Figure 1. Clock network drawn from the DEF.
Scale: 3 px per um.
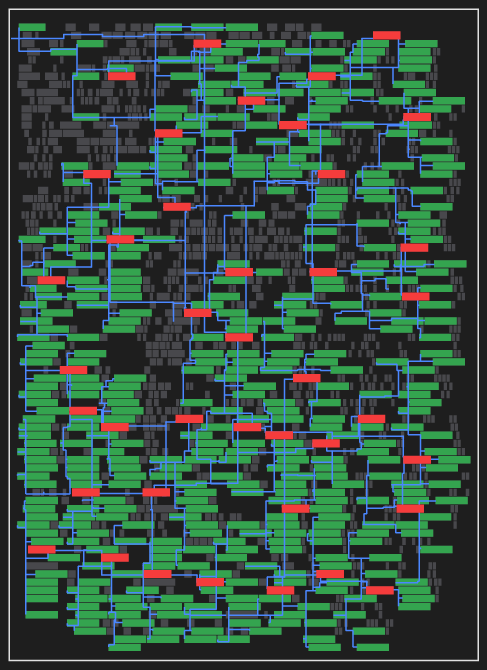
Figure 2. Clock wiring as the flow saved it.
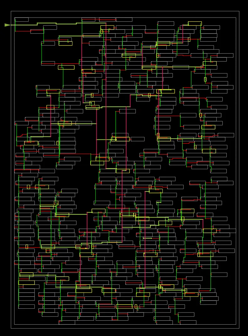
Figure 3. Metal 2.
Scale: 1.5 px per um. Cells faint in the background.
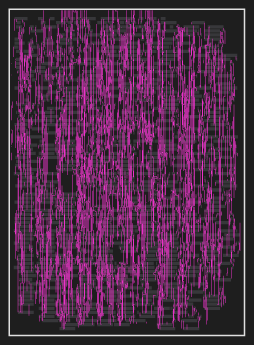
Figure 4. Placed cells, one color a class.
Scale: 1.5 px per um. Fill, decap, tap and diode cells in gray.
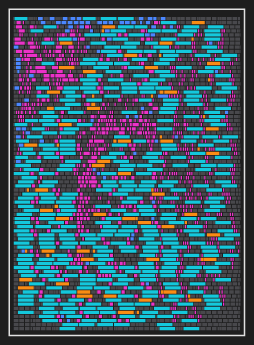
Figure 5. Ports around the boundary.
Scale: 1 px per um. Pins as bars across the die edge, other pins in gray.
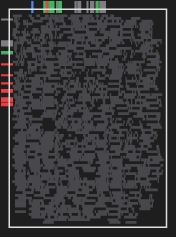
### config.mk
export PLATFORM = sky130hd
export DESIGN_NAME = pixel_avg_pool
export DESIGN_NICKNAME = d
export VERILOG_FILES = /design/src/rtl/img_pkg.sv /design/src/rtl/pixel_avg_pool_acc_bank.sv /design/src/rtl/pixel_avg_pool.sv
export SDC_FILE = /design/constraint.sdc
export NUM_CORES = 1
export LEC_CHECK = 0
export ABC_AREA = 1
export CELL_PAD_IN_SITES_DETAIL_PLACEMENT = 0
export CELL_PAD_IN_SITES_GLOBAL_PLACEMENT = 1
export CORE_ASPECT_RATIO = 1.4
export CORE_MARGIN = 2
export CORE_UTILIZATION = 54
export DETAILED_ROUTE_END_ITERATION = 12
export GPL_ROUTABILITY_DRIVEN = 0
export MAX_ROUTING_LAYER = met4
export PLACE_DENSITY_LB_ADDON = 0.1
export SETUP_SLACK_MARGIN = 0.2
export SYNTH_ARGS = -nofsm -noshare
export SYNTH_HDL_FRONTEND = slang
export SYNTH_HIERARCHICAL = 1
export SYNTH_SLANG_ARGS = --single-unit
### constraint.sdc
create_clock -name clk -period 7.6 [get_ports clk]
set_input_delay 0.76 -clock clk [delete_from_list [all_inputs] [get_ports clk]]
set_output_delay 0.76 -clock clk [all_outputs]
set_load 0.01 [all_outputs]
### src/rtl/img_pkg.sv
// Shared constants and FSM state type for the VGA-window to CNN-image pooling path.
package img_pkg;

  localparam int unsigned WIN        = 224;
  localparam int unsigned POOL       = 8;
  localparam int unsigned OUT_DIM    = WIN / POOL;
  localparam int unsigned PIX_W      = 8;
  localparam int unsigned COORD_W    = 8;
  localparam int unsigned IMG_ADDR_W = 10;

  typedef enum logic [1:0] {
    IDLE,
    ARM,
    ACCUM,
    FIN
  } pool_state_t;

endpackage

### src/rtl/pixel_avg_pool_acc_bank.sv
// One running column-sum register per output column; combinational load-or-add path, one write per cycle.
module pool_acc_bank
  import img_pkg::*;
#(
  parameter int unsigned DEPTH = OUT_DIM,
  parameter int unsigned IDX_W = 5,
  parameter int unsigned PIX_W = 8,
  parameter int unsigned ACC_W = 14
) (
  input  logic             clk,
  input  logic             i_we,
  input  logic             i_load,
  input  logic [IDX_W-1:0] i_idx,
  input  logic [PIX_W-1:0] i_pix,
  output logic [ACC_W-1:0] o_sum_c
);

  logic [ACC_W-1:0] r_acc [DEPTH];

  // First pixel of a pooling cell restarts the sum, so no clear pass is needed.
  assign o_sum_c = i_load ? ACC_W'(i_pix) : r_acc[i_idx] + ACC_W'(i_pix);

  always_ff @(posedge clk) begin
    if (i_we) begin
      r_acc[i_idx] <= o_sum_c;
    end
  end

endmodule

### src/rtl/pixel_avg_pool.sv
// Averages each POOLxPOOL cell of the capture window into one image_mem write, raster order.
module pixel_avg_pool
  import img_pkg::*;
#(
  parameter int unsigned WIN    = img_pkg::WIN,
  parameter int unsigned POOL   = img_pkg::POOL,
  parameter int unsigned PIX_W  = img_pkg::PIX_W,
  parameter bit          INVERT = 1'b1
) (
  input  logic                  clk,
  input  logic                  rst_n,
  input  logic                  i_start,
  input  logic                  i_pix_vld,
  input  logic [PIX_W-1:0]      i_pix_color,
  input  logic [COORD_W-1:0]    i_pix_haddr,
  input  logic [COORD_W-1:0]    i_pix_vaddr,
  output logic                  o_wr_en,
  output logic [IMG_ADDR_W-1:0] o_wr_addr,
  output logic [PIX_W-1:0]      o_wr_data,
  output logic                  o_busy,
  output logic                  o_done
);

  localparam int unsigned OUT_EDGE  = WIN / POOL;
  localparam int unsigned LOG2_POOL = $clog2(POOL);
  localparam int unsigned ACC_W     = PIX_W + 2 * LOG2_POOL;
  localparam int unsigned IDX_W     = (OUT_EDGE > 1) ? $clog2(OUT_EDGE) : 1;

  pool_state_t        r_state;
  logic               w_in_range;
  logic               w_origin;
  logic               w_last;
  logic               w_cell_first;
  logic               w_cell_last;
  logic               w_proc;
  logic               w_emit;
  logic [COORD_W-1:0] w_hcell;
  logic [COORD_W-1:0] w_vcell;
  logic [ACC_W-1:0]   w_sum;
  logic [PIX_W-1:0]   w_avg;

  assign w_in_range   = (i_pix_haddr < COORD_W'(WIN)) && (i_pix_vaddr < COORD_W'(WIN));
  assign w_origin     = (i_pix_haddr == '0) && (i_pix_vaddr == '0);
  assign w_last       = (i_pix_haddr == COORD_W'(WIN - 1)) && (i_pix_vaddr == COORD_W'(WIN - 1));
  assign w_hcell      = i_pix_haddr >> LOG2_POOL;
  assign w_vcell      = i_pix_vaddr >> LOG2_POOL;
  assign w_cell_first = (i_pix_haddr[LOG2_POOL-1:0] == '0) && (i_pix_vaddr[LOG2_POOL-1:0] == '0);
  assign w_cell_last  = (&i_pix_haddr[LOG2_POOL-1:0]) && (&i_pix_vaddr[LOG2_POOL-1:0]);

  // Only the frame origin may open a capture, so a start mid-frame waits for the next frame.
  assign w_proc = i_pix_vld && w_in_range &&
                  ((r_state == ACCUM) || ((r_state == ARM) && w_origin));
  assign w_emit = w_proc && w_cell_last;
  assign w_avg  = PIX_W'(w_sum >> (2 * LOG2_POOL));

  pool_acc_bank #(
    .DEPTH (OUT_EDGE),
    .IDX_W (IDX_W),
    .PIX_W (PIX_W),
    .ACC_W (ACC_W)
  ) u_acc_bank (
    .clk     (clk),
    .i_we    (w_proc),
    .i_load  (w_cell_first),
    .i_idx   (IDX_W'(w_hcell)),
    .i_pix   (i_pix_color),
    .o_sum_c (w_sum)
  );

  always_ff @(posedge clk or negedge rst_n) begin
    if (!rst_n) begin
      r_state   <= IDLE;
      o_wr_en   <= 1'b0;
      o_wr_addr <= '0;
      o_wr_data <= '0;
      o_busy    <= 1'b0;
      o_done    <= 1'b0;
    end else begin
      o_wr_en <= w_emit;
      o_done  <= 1'b0;
      if (w_emit) begin
        o_wr_addr <= IMG_ADDR_W'(w_vcell) * IMG_ADDR_W'(OUT_EDGE) + IMG_ADDR_W'(w_hcell);
        o_wr_data <= INVERT ? ~w_avg : w_avg;
      end
      case (r_state)
        // A start coinciding with the done pulse is dropped.
        IDLE: begin
          if (i_start && !o_done) begin
            r_state <= ARM;
            o_busy  <= 1'b1;
          end
        end
        ARM: begin
          if (w_proc) begin
            r_state <= ACCUM;
          end
        end
        ACCUM: begin
          if (w_proc && w_last) begin
            r_state <= FIN;
          end
        end
        FIN: begin
          o_done  <= 1'b1;
          o_busy  <= 1'b0;
          r_state <= IDLE;
        end
        default: r_state <= IDLE;
      endcase
    end
  end

endmodule

==> impl_metrics.toml <==
# yosys + openroad results
[outcome]
status = "finished, final reports clean"

[cells_and_area]
nClkBuffers = 57
nets = 1553
comb_cells = 907
flop_area_um2 = 12350
fillers = 2516
signal_buffers = 77
n_antenna_cell = 0
area_growth_pct = 13.26
seq_cells = 415
mi_logic_area_um2 = 4701
largest_reg_flops = 392
final_util_pct = 62.27
largest_class = "flip-flops and latches"
regMostFlops = "u_acc_bank/r_acc"
comb_share_pct = 23.82
lay_top_cells = "516 x nand2_1, 392 x edfxtp_1, 119 x a22oi_1"
drive_gt1_share_pct = 10.59
buffer_area_share_pct = 3.550
reg_top3 = "u_acc_bank/r_acc (392), o_wr_addr (10), o_wr_data (8)"
fin_cells = 1916

[synthesis]
aoi_share_pct = 7.618
async_reset_ff_share_pct = 5.542
synth_cell_types = 39
topCombFamilyByArea = "simple AND/OR/NAND/NOR gates"
netlist_instances = 1428
ys_sh_adder_pct = 2.743
netlist_area_um2 = 17430
synth_top_cell_by_count = "nand2_1"
syn_area_per_cell_um2 = 12.20
synth-edff-count = 392
yosys.area.top_type_share_pct = 67.55
topCellsByArea = "edfxtp_1 68%, nand2_1 11%, a22oi_1 5.1%, dfrtp_1 3.3%, ha_1 1.9%"
ys_seq_share_pct = 70.85
yosys_warnings = 6
yosys-stat-area_um2 = 17430
mux_area_share_pct = 0
ys_cells = 1428

[clock_tree]
cts.repair.resized = 0
clkTransAtPathRegs_ns = 0.06
htree_levels = 2
ctsLongestPathBuffers = 3
cts_tree = "done"

[pwr]
comb-power_w = 0.000617
switching_share_pct = 24.01
cellPowerDensity_nw_per_um2 = 267.4
seqPwrFrac_pct = 50.9
leakage_nw = 7.351
p_switching_w = 0.001267
p_int_w = 0.004011
ir_drop_mv = 0.1962
pg_seq_w = 0.00269
power_leader = "sequential cells"

[sta]
layout_worst_path_cycle_share_pct = 70.06
worst_pin_slew_ns = 1.294
hold_violations = 0
final_max_slew_viol_count = 0
finalSetupViolCount = 0
rsz0062_at_grt = "no"
tns_ns = 0
max_freq_ghz = 0.1878
slew_headroom_pct = 13.65

[critical_path]
worst-setup-path-type = "in -> reg"
required_ns = 7.77
cp_max_fo = 29
cp_top_family = "AND-OR/OR-AND gates"
r2r_cells = 15
cp.depth = 18
crit_path_top_delay_cell = "a21oi_2"
rr_endpoint = "u_acc_bank/r_acc[0][13]$_DFFE_PP_"
slowest_delay_ns = 0.89
rr_startpoint = "u_acc_bank/r_acc[0][5]$_DFFE_PP_"
critPathLaunchType = "input pin"
path_buffers = 5
crit_start = "i_pix_haddr[5]"
cp-endpoint = "u_acc_bank/r_acc[8][12]$_DFFE_PP_"
cp.arrival_ns = 5.50
cp-end-kind = "flip-flop"
path_cells = "clkdlybuf4s50_1 > inv_2 > nor3_4 > clkinv_1 > a21oi_1 > or2_1 > inv_1 > nand4_1 > ha_1 > fa_1 > nand2_1 > o21ai_1 > inv_1 > nor2_1 > nor2_1 > o21ai_1 > nand3_1 > a21oi_2"

[grt]
grt_overflow = 0
grt_busiest_layer = "met2"
grt_usage_pct = 27.71
use_met1_pct = 33.33
use_met3_pct = 4.419
antenna_found_initial = 0
grt_pass1_vias = 10970
grt_max_degree = 60
grt_pass1_wl_um = 66140

[flow_run]
tool_warnings = 37
max-cap-violations = 0

[routing]
drc = 0
viasPerCell = 5.823
met3_length_um = 3048
m1WireLength_um = 16700
dr.first_iter.drc_count = 940
dr.pass1.iters = 6
top_layer = "met4"
antenna_left = 0
dr_wl_met2_um = 22350

[floorplan]
initial_utilization_pct = 54.98
n_tap_cell = 395
die_h_um = 216.6
chip_area_um2 = 33740

[worst_hold_path]
whs_path_depth = 2
hold_path.class = "reg -> reg"
min_to = "o_wr_data[2]$_DFFE_PN0P_"

[placement]
port_buffers = 48
place_ws_ns = 1.812
dp_cells = 1844
post_dp_cell_area_um2 = 18440
hpwl_um = 28090
## Picture notes: Figure 1
Green is flip-flops, count 415. Red is clock-net drivers, count 40. Blue is clock wires, length 4,380 um.
There are 41 routed clock nets. Position of the flops: spread over the die.
Final Skew: 0.01051 ns
Clock power frac: 37.4%
Clock Latency Late Sink: 0.54 ns
Clock Power: 0.00198 W

## Picture notes: Figure 2
Sink Count: 415
cts bufs inserted: 40

## Picture notes: Figure 3
The layer carries 22.4 mm of wire. The wires run mostly vertical. 1,182 nets have wire on it. The longest straight run is 108 um. The layer holds 50% of the routed length.
Vias: 11,160
met2 usage: 45.06%
routed wire length: 44,760 um

## Picture notes: Figure 4
Blue is remaining buffers and delay cells, cells 77, share of their area 3.6%. Orange is clock drivers and dummy loads, cells 72, share of their area 6.8%. Cyan is registers, cells 415, share of their area 64%. Magenta is remaining logic cells, cells 957, share of their area 25%.
Core Rows: 77
final instance area: 19,740 um^2
core area: 31,700 um^2
sequential share of cell area: 62.55%

## Picture notes: Figure 5
Green is `i_pix_haddr`, pins 8, direction input, edge 7 top, 1 left. Red is `o_wr_addr`, pins 10, direction output, edge 9 left, 1 top. Blue is `i_pix_vld`, pins 1, direction input, edge top.
All pins by edge: 32 top, 17 left.

Power is estimated from default activity; no workload was simulated.
